## config.mk

```make
export PLATFORM = sky130hd
export DESIGN_NAME = adc_avg_filter
export DESIGN_NICKNAME = d
export VERILOG_FILES = /design/src/rtl/adc_avg_filter.sv
export SDC_FILE = /design/constraint.sdc
export NUM_CORES = 1
export LEC_CHECK = 0
export ABC_CLOCK_PERIOD_IN_PS = 3350
export CORE_MARGIN = 10
export CORE_UTILIZATION = 51
export CTS_CLUSTER_DIAMETER = 40
export DETAILED_ROUTE_END_ITERATION = 10
export GPL_TIMING_DRIVEN = 0
export HOLD_SLACK_MARGIN = 0.12
export PLACE_DENSITY = 0.84
export SYNTH_ARGS = -nofsm -noshare
export SYNTH_HDL_FRONTEND = slang
export SYNTH_SLANG_ARGS = --single-unit
export TNS_END_PERCENT = 1
```

## constraint.sdc

```tcl
create_clock -name sys_clk -period 3.35 [get_ports sys_clk]
set_input_delay 0.5025 -clock sys_clk [delete_from_list [all_inputs] [get_ports sys_clk]]
set_output_delay 0.5025 -clock sys_clk [all_outputs]
set_load 0.05 [all_outputs]
```

## src/rtl/adc_avg_filter.sv

```systemverilog
// Block-averaging filter for two ADS8363 converter pairs, with an optional offset
// calibration mode compiled in by defining ADC_OFFSET_CAL_EN.
module adc_avg_filter #(
  parameter int AVG_LOG2 = 2
) (
  input  logic        sys_clk,
  input  logic        sys_rst,
  input  logic        sample_vld,
  input  logic        sample_ch,
  input  logic [19:0] sample_a,
  input  logic [19:0] sample_b,
  input  logic        hold,
  input  logic        cal_start,
  output logic [15:0] data_a0,
  output logic [15:0] data_a1,
  output logic [15:0] data_b0,
  output logic [15:0] data_b1,
  output logic        data_upd,
  output logic        cal_busy
);

  localparam int AW = 16 + AVG_LOG2;
  localparam int CW = (AVG_LOG2 > 0) ? AVG_LOG2 : 1;

  logic signed [AW-1:0] acc_a [2];
  logic signed [AW-1:0] acc_b [2];
  logic [CW-1:0]        cnt [2];
  logic signed [15:0]   out_a [2];
  logic signed [15:0]   out_b [2];
  logic signed [15:0]   pend_a [2];
  logic signed [15:0]   pend_b [2];
  logic [1:0]           pend_v;
  logic                 upd_r;

  logic                 sel;
  logic signed [15:0]   code_a, code_b;
  logic signed [AW-1:0] sum_a, sum_b, shr_a, shr_b;
  logic signed [15:0]   avg_a, avg_b, res_a, res_b;
  logic                 last, done;
  logic                 in_cal, cal_clear;
  logic                 unused_bits;

  assign sel    = sample_ch;
  assign code_a = sample_a[15:0];
  assign code_b = sample_b[15:0];
  assign sum_a  = acc_a[sel] + AW'(code_a);
  assign sum_b  = acc_b[sel] + AW'(code_b);
  assign shr_a  = sum_a >>> AVG_LOG2;
  assign shr_b  = sum_b >>> AVG_LOG2;
  assign avg_a  = shr_a[15:0];
  assign avg_b  = shr_b[15:0];
  assign last   = (AVG_LOG2 == 0) || (cnt[sel] == {CW{1'b1}});
  // A sample arriving together with a calibration start is discarded with the partial sums.
  assign done   = sample_vld && last && !cal_clear;

`ifdef ADC_OFFSET_CAL_EN
  typedef enum logic {RUN = 1'b0, CAL = 1'b1} state_t;
  state_t             state, state_nxt;
  logic [1:0]         cal_seen, cal_hit;
  logic signed [15:0] off_a [2];
  logic signed [15:0] off_b [2];

  function automatic logic signed [15:0] sat_sub(input logic signed [15:0] x,
                                                 input logic signed [15:0] y);
    logic signed [16:0] d;
    d = 17'(x) - 17'(y);
    if (d[16] != d[15]) sat_sub = d[16] ? 16'sh8000 : 16'sh7fff;
    else                sat_sub = d[15:0];
  endfunction

  assign in_cal    = (state == CAL);
  assign cal_clear = cal_start && (state == RUN);
  assign cal_hit   = (in_cal && done) ? (sel ? 2'b10 : 2'b01) : 2'b00;
  assign res_a     = sat_sub(avg_a, off_a[sel]);
  assign res_b     = sat_sub(avg_b, off_b[sel]);

  always_ff @(posedge sys_clk) begin
    if (sys_rst) state <= RUN;
    else         state <= state_nxt;
  end

  always_comb begin
    state_nxt = state;
    case (state)
      RUN: if (cal_start) state_nxt = CAL;
      CAL: if ((cal_seen | cal_hit) == 2'b11) state_nxt = RUN;
      default: state_nxt = RUN;
    endcase
  end

  always_comb begin
    cal_busy = (state == CAL);
  end

  always_ff @(posedge sys_clk) begin
    if (sys_rst) begin
      cal_seen <= 2'b00;
      for (int p = 0; p < 2; p++) begin
        off_a[p] <= '0;
        off_b[p] <= '0;
      end
    end else if (cal_clear) begin
      cal_seen <= 2'b00;
    end else if (in_cal) begin
      cal_seen <= cal_seen | cal_hit;
      if (done) begin
        off_a[sel] <= avg_a;
        off_b[sel] <= avg_b;
      end
    end
  end

  assign unused_bits = ^{sample_a[19:16], sample_b[19:16]};
`else
  assign in_cal      = 1'b0;
  assign cal_clear   = 1'b0;
  assign cal_busy    = 1'b0;
  assign res_a       = avg_a;
  assign res_b       = avg_b;
  assign unused_bits = ^{sample_a[19:16], sample_b[19:16], cal_start};
`endif

  always_ff @(posedge sys_clk) begin
    if (sys_rst) begin
      upd_r  <= 1'b0;
      pend_v <= 2'b00;
      for (int p = 0; p < 2; p++) begin
        acc_a[p]  <= '0;
        acc_b[p]  <= '0;
        cnt[p]    <= '0;
        out_a[p]  <= '0;
        out_b[p]  <= '0;
        pend_a[p] <= '0;
        pend_b[p] <= '0;
      end
    end else begin
      upd_r <= 1'b0;
      if (cal_clear) begin
        for (int p = 0; p < 2; p++) begin
          acc_a[p] <= '0;
          acc_b[p] <= '0;
          cnt[p]   <= '0;
        end
      end else if (sample_vld) begin
        if (last) begin
          acc_a[sel] <= '0;
          acc_b[sel] <= '0;
          cnt[sel]   <= '0;
        end else begin
          acc_a[sel] <= sum_a;
          acc_b[sel] <= sum_b;
          cnt[sel]   <= cnt[sel] + CW'(1);
        end
      end
      if (!in_cal) begin
        if (hold) begin
          if (done) begin
            pend_a[sel] <= res_a;
            pend_b[sel] <= res_b;
            pend_v[sel] <= 1'b1;
          end
        end else begin
          // A completion in the release cycle is newer than anything pending.
          for (int p = 0; p < 2; p++) begin
            if (done && (sel == p[0])) begin
              out_a[p] <= res_a;
              out_b[p] <= res_b;
            end else if (pend_v[p]) begin
              out_a[p] <= pend_a[p];
              out_b[p] <= pend_b[p];
            end
          end
          pend_v <= 2'b00;
          upd_r  <= done || (pend_v != 2'b00);
        end
      end
    end
  end

  assign data_a0  = out_a[0];
  assign data_a1  = out_a[1];
  assign data_b0  = out_b[0];
  assign data_b1  = out_b[1];
  assign data_upd = upd_r;

endmodule
```

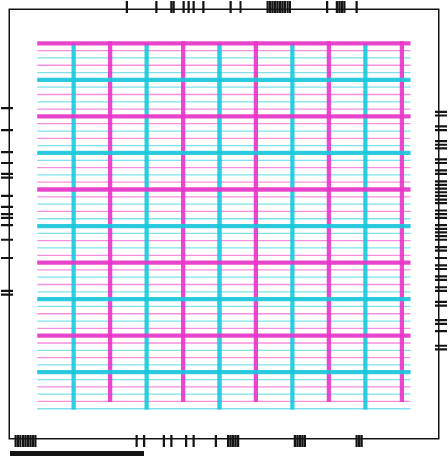
(run_1/power_grid.png)
Bar = 50 um. Pins as bars on the die edge.
VDD -> magenta
VSS -> cyan
signal pins = 112
met4 straps = 10

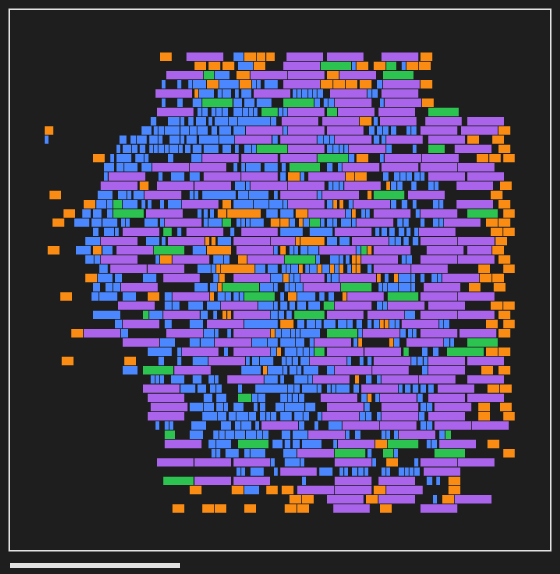
(run_1/placement_by_type.png)
Bar = 50 um.
clock drivers and dummy loads -> green  # cells 45, share of their area 7.0%
flops -> purple  # cells 207, share of their area 51%
combinational and other logic -> blue  # cells 563, share of their area 30%
other buffers and delay cells -> orange  # cells 157, share of their area 11%

==> flow_metrics.tcl, run 1 <==
# place-and-route summary
set metrics [dict create \
    ys_cells 813 \
    r2r_cells 11 \
    ys_top_logic_family "AND-OR/OR-AND gates" \
    timing.final.max_slew_violations 0 \
    ys.flop_type "edfxtp_1" \
    yosys.area_share.aoi_pct 12.2 \
    cts_sinks 207 \
    status "completed" \
    antenna_found_initial 2 \
    place.gp.congestion 0.884 \
    sw_frac_of_total_pct 28.3 \
    grt_max_degree 33 \
    maxSlewHeadroom_pct 33.7 \
    synthMuxAreaShare_pct 4.30 \
    required_ps 3630 \
    rsz0062_at_grt "yes" \
    dr.pass1.iters 5 \
    switchingPower_mw 1.99 \
    top_layer "met4" \
    netlist.area_leader.share_pct 61.9 \
    top_area_cell "edfxtp_1" \
    total_power_mw 7.03 \
    top_regs "acc_a: 36 flops, acc_b: 36 flops" \
    via_count 7095 \
    post-route-period-util_pct 97.2 \
]
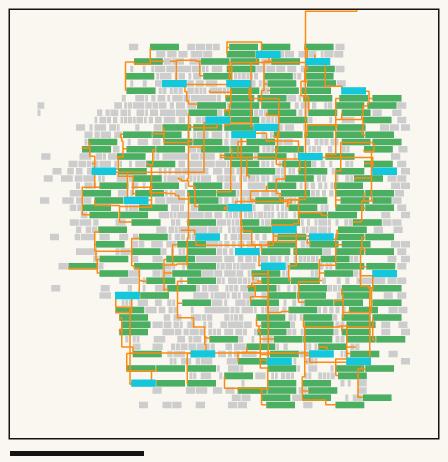
(run_1/clk_routes.png)
Bar = 50 um.
flip-flops -> green  # count 207
clock drivers -> cyan  # count 25
clock wires -> orange  # length 2380 um
routed clock nets = 26
Late-Pin Clk Latency: 510 ps
Clock Power: 2.69 mW
skew final: 12.7 ps

[run 1: critical path: cells and delay by family]
family	cells	cell delay (ps)
adder cells (fa/ha/maj)	1	380
AND/OR/NAND/NOR	2	490
multiplexers	1	380
AND-OR/OR-AND	4	1210
buffers and inverters	3	570
[run 1: cell type report]
type,count,area (sq um)
Multi-Input combinational cell,558,3630
Inverter,5,18.8
Timing Repair Buffer,114,1160
Clock inverter,18,184
Sequential cell,207,6190
Buffer,43,203
Fill cell,1328,6530
Tap cell,260,325
Antenna cell,2,5.00
Clock buffer,27,653
[run 1: kinds of logic after synthesis]
logic type      count (synthesis)
other cells                     1
mux                            38
compound gates                194
buf+inv                        48
fa+ha+maj                      37
flops                         207
xor+xnor                       28
simple gates                  260
[run 1: stage by stage]
step | instance area, sq um | hold slack, ps | setup slack (ps) | instances | util, %
3_5_place_dp | 11300 | 513 | -1570 | 1177 | 60.0
4_1_cts | 12300 | 527 | 14.3 | 1230 | 65.2
5_1_grt | 12400 | 548 | -93.7 | 1233 | 65.4
6_report | 12400 | 529 | 93.7 | 1234 | 65.4
2_1_floorplan | 9900 | 464 | -249 | 813 | -
3_3_place_gp | 11200 | 501 | -1810 | 1174 | 59.5
[run 1: layout by cell type, fill, tap and decap left out, types with 6 or more instances in the layout]
cell             instances
nor3_1                   9
o21ai_1                  8
buf_4                   12
nand2_1                 58
mux2_2                  36
clkbuf_1                36
ha_1                    34
o21ai_2                  6
nor2_1                 140
clkbuf_16               25
clkdlybuf4s50_1        100
a21oi_1                 56
xor2_1                   9
a21o_1                  18
o21ai_0                 66
xnor2_1                 12
and2_1                  13
nand3_1                  9
edfxtp_1               204
[run 1: routing by layer]
metal,vias to the layer above,global-route usage (%)
li1,3267,-
met1,3400,23.0
met2,383,31.3
met3,45,4.05
met4,0,4.25
met5,-,0
==> run_1/congestion.png <==
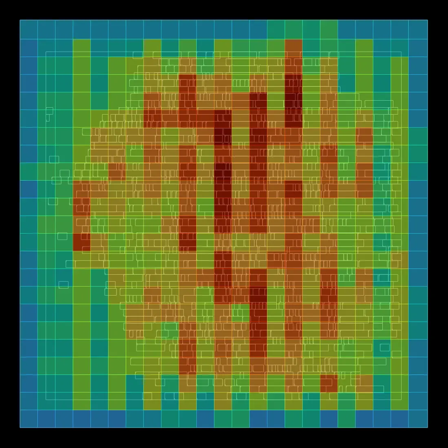

--- run 2 (diff from run 1) ---
- CTS_CLUSTER_SIZE: unset -> 12
- GPL_ROUTABILITY_DRIVEN: unset -> 0
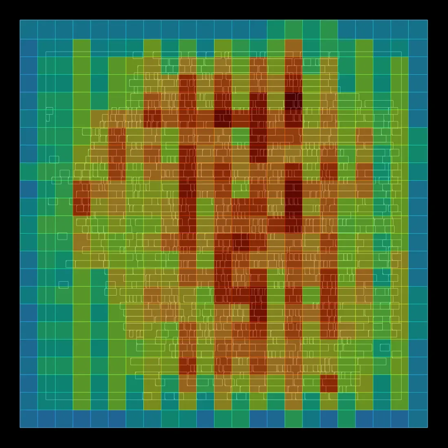
(run_2/congestion.png)
utilization after layout: 65.4%
grt met2 use: 32.4%
met1 Resource Use GR: 22.6%
gr busiest metal: met2
total track usage: 18.7%

==> flow_metrics.tcl, run 2 <==
# place-and-route summary
set metrics [dict create \
    mostFrequentLayoutCell "edfxtp_1" \
    arrival_ps 3430 \
    sw_frac_of_total_pct 27.5 \
    grt_max_degree 33 \
    ys_cells 813 \
    crit_buf_inv 5 \
    via_count 7207 \
    skew_ps 12.8 \
    antenna_found_initial 1 \
    hold_ws_ps 525 \
    clkLatencyLatePin_ps 510 \
    status "completed" \
    path_delay_family "AND-OR/OR-AND gates" \
    place_area_sq_mm 0.0113 \
    via_per_inst 5.87 \
    dr.pass1.iters 8 \
    ant_nets 0 \
    required_ps 3590 \
    cts_tree "done" \
    top_regs "acc_a: 36 flops, acc_b: 36 flops" \
    r2r_cells 12 \
    synthMuxAreaShare_pct 4.30 \
    top_area_cell "edfxtp_1" \
    timing.final.max_slew_violations 0 \
    warnings 36 \
    ys_top_logic_family "AND-OR/OR-AND gates" \
    yosys_warnings 0 \
    yosys.area_share.aoi_pct 12.2 \
    grt_pass1_vias 7263 \
    maxSlewHeadroom_pct 33.2 \
    ys.flop_type "edfxtp_1" \
    layout_top_cells "204 x edfxtp_1, 140 x nor2_1, 100 x clkdlybuf4s50_1" \
    switchingPower_mw 1.94 \
    cts_sinks 207 \
    synth_cells 813 \
    post-route-period-util_pct 95.2 \
]
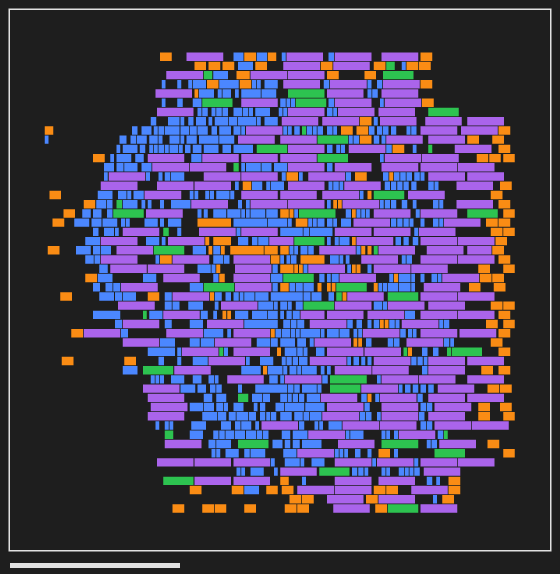
(run_2/placement_by_type.png)
Bar = 50 um.
combinational and other logic -> blue  # cells 563, share of their area 31%
clock drivers and dummy loads -> green  # cells 45, share of their area 6.9%
flops -> purple  # cells 207, share of their area 51%
other buffers and delay cells -> orange  # cells 152, share of their area 11%
core box area: 0.0189 sq mm
Final Instance Area: 0.0124 sq mm

[run 2: kinds of logic (layout without fill, tap and decap cells)]
kind of cell	count (synthesis)	in the layout
buffers and inverters	48	202
and+or+nand+nor	260	260
xor gates and xnor gates	28	28
adders and majority gates	37	37
DFF	207	207
AOI/OAI and AO/OA	194	194
muxes	38	38
other	1	2
[run 2: what timing repair did]
item,CTS,global route
buffers inserted,3,2
gates resized,23,16
pin swaps,7,9
setup endpoints to repair,212,111
[run 2: stage by stage]
stage	worst slack (ps)	utilization [%]	TNS [ps]	total power, mW	instances
2_1_floorplan	-249	-	-11060	3.89	813
4_1_cts	6.23	65.0	0	7.02	1225
6_report	160	65.4	0	7.07	1228
5_1_grt	21.6	65.4	0	7.28	1227
3_5_place_dp	-1570	60.0	-255050	4.28	1177
3_3_place_gp	-1810	59.5	-328220	4.23	1174
[run 2: how the worst max path moves through the flow]
stage,from,to,cells past startpoint
4_1_cts,sample_ch,pend_b[1][14],15
5_1_grt,sample_ch,pend_b[0][14],15
6_report,sample_ch,pend_b[0][14],15
3_3_place_gp,sample_ch,out_a[1][1],7
2_1_floorplan,sample_ch,out_b[1][12],12
3_5_place_dp,sample_ch,out_b[0][14],13
[run 2: layer usage]
metal / up-vias / track usage (%) / part of all wire (%)
li1: 3251 / - / -
met1: 3428 / 22.6 / 37
met2: 465 / 32.4 / 50
met3: 63 / 4.65 / 11
met4: 0 / 5.27 / 2.2
met5: - / 0 / 0
[run 2: cell type report]
class | instances | area [sq um]
antenna | 1 | 2.50
buffer | 43 | 206
clock buffer | 31 | 648
clock inverter | 14 | 179
fill | 1321 | 6530
inverter | 5 | 18.8
multi-input combinational | 558 | 3680
sequential | 207 | 6190
tap | 260 | 325
timing repair buffer | 109 | 1120
==> run_2/wires.png <==
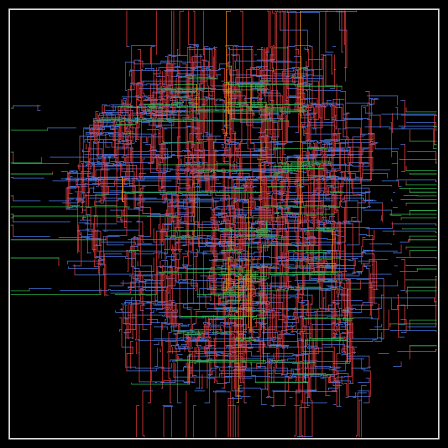

--- run 3 (diff from run 2) ---
- ABC_CLOCK_PERIOD_IN_PS: 3350 -> 3440
- CORE_UTILIZATION: 51 -> 57
- PLACE_DENSITY: 0.84 -> 0.89
- clock period: 3.35 -> 3.44 ns (I/O delays scaled with it)
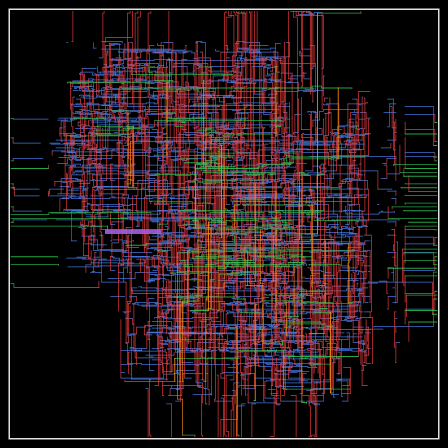
(run_3/wires.png)
metal 4 -> orange  # wire length 1200 um
metal 2 -> red  # wire length 13200 um
metal 3 -> green  # wire length 2730 um
metal 5 -> purple  # wire length 18.4 um
metal 1 -> blue  # wire length 9210 um

==> flow_metrics.tcl, run 3 <==
# place-and-route summary
set metrics [dict create \
    layout_top_cells "204 x edfxtp_1, 140 x nor2_1, 100 x clkdlybuf4s50_1" \
    cts.hold.buffers_added 0 \
    startpoint "sample_ch" \
    grt_max_degree 33 \
    ys_cells 813 \
    grt_pass1_vias 7482 \
    via_count 7450 \
    yosys_warnings 0 \
    top_regs "acc_a: 36 flops, acc_b: 36 flops" \
    timing.final.max_slew_violations 0 \
    netlist.area_leader.share_pct 61.9 \
    status "completed" \
    hold_ws_ps 529 \
    dr.pass1.iters 6 \
    maxSlewHeadroom_pct 35.8 \
    die_area_sq_mm 0.0230 \
    dp_hpwl_um 17300 \
    mostFrequentLayoutCell "edfxtp_1" \
    required_ps 3650 \
    place_area_sq_mm 0.0113 \
    total_power_mw 6.60 \
    via_per_inst 6.25 \
    path_delay_family "buffers and inverters" \
    synthTopCellsByCount "204 x edfxtp_1, 140 x nor2_1, 66 x o21ai_0" \
    post-route-period-util_pct 97.7 \
    clkLatencyLatePin_ps 510 \
    cpMaxStageDelayCell "o21ai_0" \
    grt_use_total_pct 22.3 \
    warnings 36 \
    crit_buf_inv 5 \
    antenna_found_initial 2 \
    skew_ps 12.0 \
    cts_tree "done" \
    rsz0062_at_grt "no" \
    ys.flop_type "edfxtp_1" \
    nNetsFinal 1031 \
    cts_sinks 207 \
    finalHoldViolCount 0 \
    top_area_cell "edfxtp_1" \
    arrival_ps 3570 \
    ant_nets 0 \
]
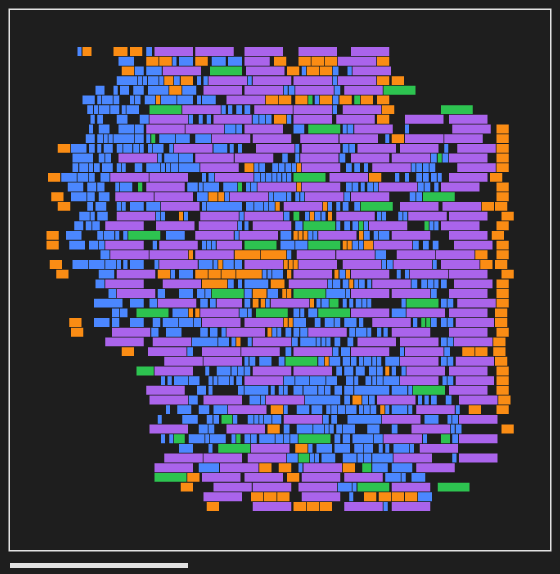
(run_3/placement_by_type.png)
Bar = 50 um.
clock drivers and dummy loads -> green  # cells 44, share of their area 6.2%
other buffers and delay cells -> orange  # cells 152, share of their area 11%
flops -> purple  # cells 207, share of their area 52%
combinational and other logic -> blue  # cells 563, share of their area 31%
core box area: 0.0172 sq mm
flop share of the area: 50.8%
Final Instance Area: 0.0122 sq mm
utilization after layout: 70.9%
Site Rows: 48

-- run 3: tightest hold or removal path: stages, from the launching register on --
cell and delay [ps]:
edfxtp_1 320, nand2_1 40, o21ai_0 60
-- run 3: kinds of logic after synthesis --
family,share of synthesized area (%)
XOR/XNOR,2.78
buffers and inverters,1.95
adder cells (fa/ha/maj),4.83
AND-OR/OR-AND,12.2
flip-flops,62.5
multiplexers,4.30
AND/OR/NAND/NOR,11.4
other,0.0379
-- run 3: power by group --
group          internal, mW  switching, mW  total (mW)
logic                 0.426          0.838        1.26
registers              2.92         0.0419        2.96
clock network          1.37           1.00        2.37
total                  4.71           1.88        6.60
-- run 3: worst paths after layout --
kind | end | slack, ps | cells after the start
max reg2reg | out_a[0][3] | 230 | 8
min reg2reg | out_a[1][7] | 530 | 2
min | out_a[1][7] | 530 | 2
max | out_a[0][3] | 80 | 11
-- run 3: what timing repair did --
action	CTS	global route
buffers inserted	3	1
pin swaps	5	3
gates resized	19	8
endpoints found under the setup margin	241	89
-- run 3: final cells by class --
cell class / instances / area, sq um
plain buffers: 43 / 200
diodes: 1 / 2.50
inverters: 5 / 18.8
clock buffers: 36 / 677
clock inverters: 8 / 58.8
multi-input cells: 558 / 3640
repair buffers: 109 / 1120
fillers: 1073 / 5000
well taps: 225 / 282
flip-flops and latches: 207 / 6190
-- run 3: through the flow --
step           setup WS [ps]  instances  TNS (ps)
2_1_floorplan           -172        813     -5510
3_3_place_gp           -1730       1139   -309390
3_5_place_dp           -1460       1143   -230350
4_1_cts                 3.19       1190         0
5_1_grt                 48.0       1192         0
6_report                80.0       1192         0
-- run 3: per-layer routing --
layer	track usage (%)	vias to the layer above	wire length [um]
met3	4.57	110	2730
met5	0	-	18
met2	38.9	518	13200
met4	10.5	2	1200
met1	25.9	3568	9210
li1	-	3252	-
Power is estimated from default activity; no workload was simulated.
